==> config.mk <==
export PLATFORM = sky130hd
export DESIGN_NAME = pipe_addsub
export DESIGN_NICKNAME = d
export VERILOG_FILES = /design/src/rtl/pipe_addsub_pkg.sv /design/src/rtl/pipe_addsub_stage.sv /design/src/rtl/pipe_addsub.sv
export SDC_FILE = /design/constraint.sdc
export NUM_CORES = 1
export LEC_CHECK = 0
export ABC_AREA = 0
export CAP_MARGIN = 5
export CORE_MARGIN = 5
export CORE_UTILIZATION = 50
export CTS_BUF_LIST = sky130_fd_sc_hd__clkbuf_8 sky130_fd_sc_hd__clkbuf_16
export DETAILED_ROUTE_END_ITERATION = 16
export GPL_TIMING_DRIVEN = 0
export HOLD_SLACK_MARGIN = 0.05
export PLACE_DENSITY = 0.75
export SLEW_MARGIN = 5
export SYNTH_ARGS = -nofsm -noshare
export SYNTH_HDL_FRONTEND = slang
export SYNTH_SLANG_ARGS = --single-unit
==> constraint.sdc <==
create_clock -name clk -period 2.3 [get_ports clk]
set_clock_uncertainty 0.15 [all_clocks]
set_input_delay 0.46 -clock clk [delete_from_list [all_inputs] [get_ports clk]]
set_output_delay 0.46 -clock clk [all_outputs]
set_load 0.01 [all_outputs]
run_1/met1.png
Cells faint in the background.
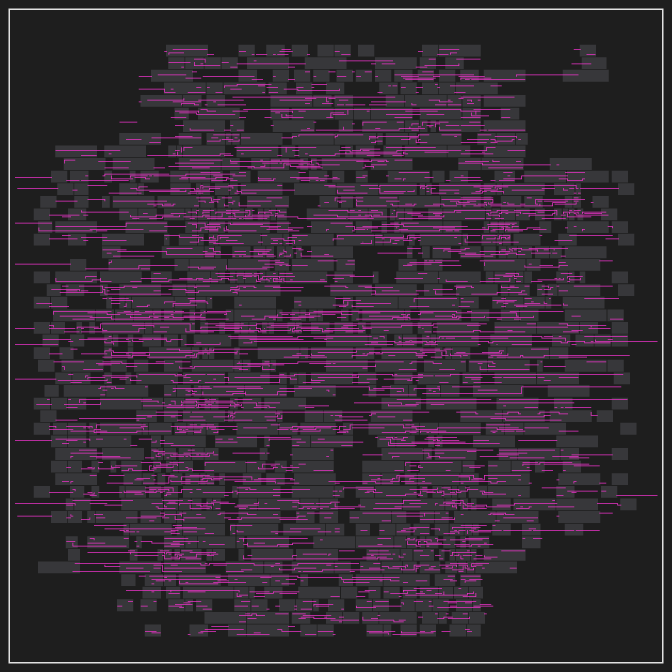
The wires run mostly horizontal. The layer holds 42% of the routed length. The longest straight run is 48.8 um.
WL final: 19.1 mm
GRT met1 Usage: 0.246
routed vias: 5667

run_1/met2.png
The bar under the picture is 50 um long.
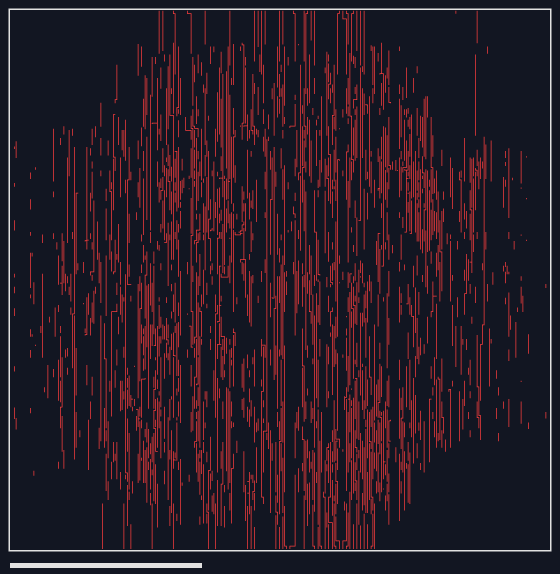
848 nets have wire on it. The wires run mostly vertical. The layer holds 52% of the routed length.
grt met2 use: 0.344

run_1/met3.png
The bar under the picture is 50 um long.
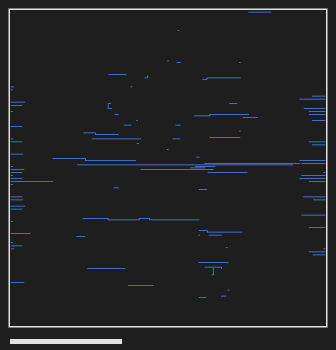
72 nets have wire on it. The layer carries 794 um of wire. The layer holds 4.2% of the routed length. The longest straight run is 95.7 um.
M3 GR Usage: 0.0410

==> results.yml, run 1 <==
# generated from flow reports
logic_synthesis:
  synth_cell_type_count: 46
  avgSynthCellArea_um2: 12.5
  syn_inst: 681
  postSynthSeqShare: 0.554
  synth_nets: 787
  synthXorXnorAreaFrac: 0.0513
  ys_cells: 681
finish:
  finalNonFillerCells: 1053
  drive_gt1_frac: 0.138
  seq_area_um2: 4730
  buffer_area_frac: 0.126
  comb_area_frac: 0.346
  logic_area_um2: 3740
  n_fill_cell: 1206
  final_layout_top_logic_cells: "189 x dfrtp_1, 119 x mux2_1, 100 x clkdlybuf4s50_1"
  seq_cells: 189
  dominant_cells: "flip-flops and latches"
  clock_area_frac: 0.0564
placed_design:
  dpl-instance-area_um2: 9950
  pre_cts_slack_ps: -770
  hpwl_mm: 13.6
  dp.cells: 1007
final_timing:
  setup_ws_ps: -310
  setup_viol: 3
  finalMaxSlewViolations: 0
  hold_viol: 0
  hold_ws_ps: 324
  tightest_slew_ps: 700
cts:
  cts_resized: 32
  clock_path_buffers: 2
  cts_tree: "yes"
  hold_buffers: 1
  htree_levels: 4
outcome:
  violations: "setup timing"
  outcome: "finished, violations left"
critical_path:
  cp_num_buf_inv: 1
  crit_cells: 9
  startpoint_type: "register"
  path_max_fanout: 2
  critPathSlowestCell: "fa_2"
  end_kind: "register"
  worstSetupPathType: "register to register"
global_route:
  grt_max_degree: 111
  grt_pass1_wl_mm: 31.2
  grt_pass1_vias: 6204
  grt_usage: 0.199
power:
  power_density_nw_per_um2: 1390
  p_int_w: 0.00977
  leakage_nw: 4.76
  seqPwrFrac: 0.385
  combPwrFrac: 0.414
  p_sw_w: 0.00520
floorplan:
  core_um2: 16600
  row_count: 47
  io-pin-count: 107
  tap-cell-count: 220
routing:
  viasPerCell: 5.38
  drt_iter0_markers: 264
  antenna_left: 0
  wl_per_cell_um: 18.2
hold_path:
  hp-class: "register to register"
-- run 1: routing by layer --
metal  up-vias  part of all wire  track usage
met5         -                 0            0
met4         0             0.020       0.0770
met3        31             0.041       0.0410
met2       120              0.51        0.344
met1      2870              0.42        0.246
li1       2646                 -            -
-- run 1: cell families after synthesis --
family,Yosys count
multiplexers,129
AND-OR/OR-AND,106
XOR/XNOR,50
adder cells (fa/ha/maj),36
AND/OR/NAND/NOR,119
buffers and inverters,52
flip-flops,189
-- run 1: power groups by stage --
stage          clock [W]  combinational, W  sequential [W]
6_report         0.00300           0.00620         0.00577
5_1_grt          0.00318           0.00687         0.00594
4_1_cts          0.00304           0.00601         0.00576
3_5_place_dp           0           0.00569         0.00578
3_3_place_gp           0           0.00543         0.00571
2_1_floorplan          0           0.00376         0.00558
## Run 2: what changed since run 1
--- a/config.mk
+++ b/config.mk
@@ -8,13 +8,14 @@
 export ABC_AREA = 0
 export CAP_MARGIN = 5
 export CORE_MARGIN = 5
-export CORE_UTILIZATION = 50
+export CORE_UTILIZATION = 51
 export CTS_BUF_LIST = sky130_fd_sc_hd__clkbuf_8 sky130_fd_sc_hd__clkbuf_16
 export DETAILED_ROUTE_END_ITERATION = 16
 export GPL_TIMING_DRIVEN = 0
 export HOLD_SLACK_MARGIN = 0.05
-export PLACE_DENSITY = 0.75
+export PLACE_DENSITY = 0.76
 export SLEW_MARGIN = 5
 export SYNTH_ARGS = -nofsm -noshare
 export SYNTH_HDL_FRONTEND = slang
+export SYNTH_HIERARCHICAL = 1
 export SYNTH_SLANG_ARGS = --single-unit
run_2/final_clocks.png
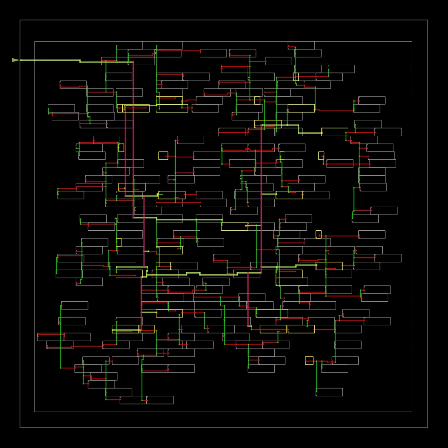
Power Clock: 0.00296 W
CTS Buf Count: 17
CTS Sinks: 189

==> run 2 against run 1 <==
Effect of this change:
- the flow still finishes with violations (setup timing)
- non-clock buffer count down 3
- largest power group unchanged
- hold slack better by 24 ps
- count of clock-buffer cells in the layout shrank 3
- final cell count fell by 3.6%
==> results.yml, run 2 <==
# generated from flow reports
global_route:
  met1_usage: 0.256
  grt_usage: 0.200
  met2_usage: 0.339
  grt_max_degree: 114
  antenna_found_initial: 0
  grt_pass1_wl_mm: 31.3
  grt_overflow_total: 0
  busiest_layer: "met2"
  use_met3: 0.0403
  grt_pass1_vias: 6086
floorplan:
  die_x_um: 141
  fp_util: 0.523
  io-pin-count: 107
  core_um2: 16600
  die_h_um: 141
  row_count: 47
  chip_area_um2: 19800
routing:
  drt_iter0_markers: 257
  wl_met1_mm: 8.31
  firstDrtPassIters: 4
  viasPerCell: 5.45
  totalWireLength_mm: 19.0
  wl_per_cell_um: 18.7
  antenna_left: 0
  wl_met3_um: 649
  vias: 5531
  routed.top_layer: "met4"
  drc: 0
  met2_length_mm: 9.60
cts:
  clock.latency.late_pin_ps: 420
  clock_tree.root_cell: "clkbuf_16"
  htree_levels: 4
  clkSlewWorstSetupHoldPaths_ps: 70
  clock_path_buffers: 2
  cts_tree: "yes"
outcome:
  outcome: "finished, violations left"
  violations: "setup timing"
placed_design:
  dp.cells: 969
  hpwl_mm: 13.6
  pre_cts_slack_ps: -708
  dpl-instance-area_um2: 10100
  port_buffers: 104
  gp_congestion: 0.842
logic_synthesis:
  yosysWarnings: 6
  synth_area_um2: 8710
  synth_nets: 750
  syn_inst: 644
  avgSynthCellArea_um2: 13.5
power:
  p_seq_w: 0.00587
  p_sw_w: 0.00562
  power_density_nw_per_um2: 1500
  p_int_w: 0.0109
  power_frac_clock: 0.179
  power_w: 0.0165
  vdd_drop_max_v: 0.000833
  seqPwrFrac: 0.356
  combPwrFrac: 0.464
  p_comb_w: 0.00765
  leakage_nw: 4.58
  maxPowerGroup: "combinational cells"
  swShare: 0.341
final_timing:
  setup_ws_ps: -541
  period_needed_ps: 2840
  slew_headroom: 0.454
  grt_setup_unrepaired: "yes"
  finalMaxSlewViolations: 0
  post-route-period-util: 1.24
  hold_ws_ps: 349
  tns_ps: -1040
  hold_viol: 0
  setup_viol: 8
  tightest_slew_ps: 819
  max_freq_mhz: 352
critical_path:
  critPathSlowestCell: "fa_2"
  regToRegSetupSlack_ps: -540
  cp.required_ps: 2470
  critPathArrivalTime_ps: 3010
  end_kind: "register"
  path_max_fanout: 3
  worstSetupPathType: "register to register"
  critPathMaxStageDelay_ps: 430
  crit_chain: "fa_2, fa_2, a21oi_4, o211ai_1, a21oi_1, xnor2_1, nor4_2, nand4_1, o31ai_1"
  crit_path_frequent_cell: "fa_2"
  startpoint_type: "register"
  ff2ff_path_depth: 9
finish:
  drive_gt1_frac: 0.347
  finalNonFillerCells: 1015
  n_fill_cell: 1167
  final_util: 0.659
  final_layout_top_logic_cells: "189 x dfrtp_1, 153 x mux2_2, 99 x clkdlybuf4s50_1"
  final_nets: 888
  syn_to_final_growth_pct: 26.0
  mostFrequentLayoutCell: "dfrtp_1"
  seq_area_um2: 4730
  final_cell_area_um2: 11000
  antennaDiodeCount: 0
  logic_area_um2: 3930
hold_path:
  hp-class: "primary input to register"
  holdPathStages: 3
flow_run:
  log.warning_count: 31
  max-cap-violations: 0
==> run 2: area by class of cell <==
cell class | count | area share
clock buffer | 19 | 0.0413
timing repair buffer | 121 | 0.110
buffer | 27 | 0.0176
multi-input combinational | 415 | 0.358
inverter | 11 | 0.00376
clock inverter | 13 | 0.0132
sequential | 189 | 0.431
tap | 220 | 0.0251
==> run 2: worst max-delay path, delay by kind of cell, from the launching register on <==
kind,cells,cell delay [ps]
AOI/OAI and AO/OA,4,740
and+or+nand+nor,2,500
adders and majority gates,2,820
xor gates and xnor gates,1,110
DFF,1,410
==> run 2: what timing repair did <==
item / CTS / global route
gates resized: 22 / 20
pin swaps: 21 / 22
hold buffers: 1 / 0
buffers inserted: 11 / 4
endpoints found under the setup margin: 12 / 17
hold endpoints to repair: 112 / 0
Power figures rest on the tool's default switching activity, not on a simulated workload.
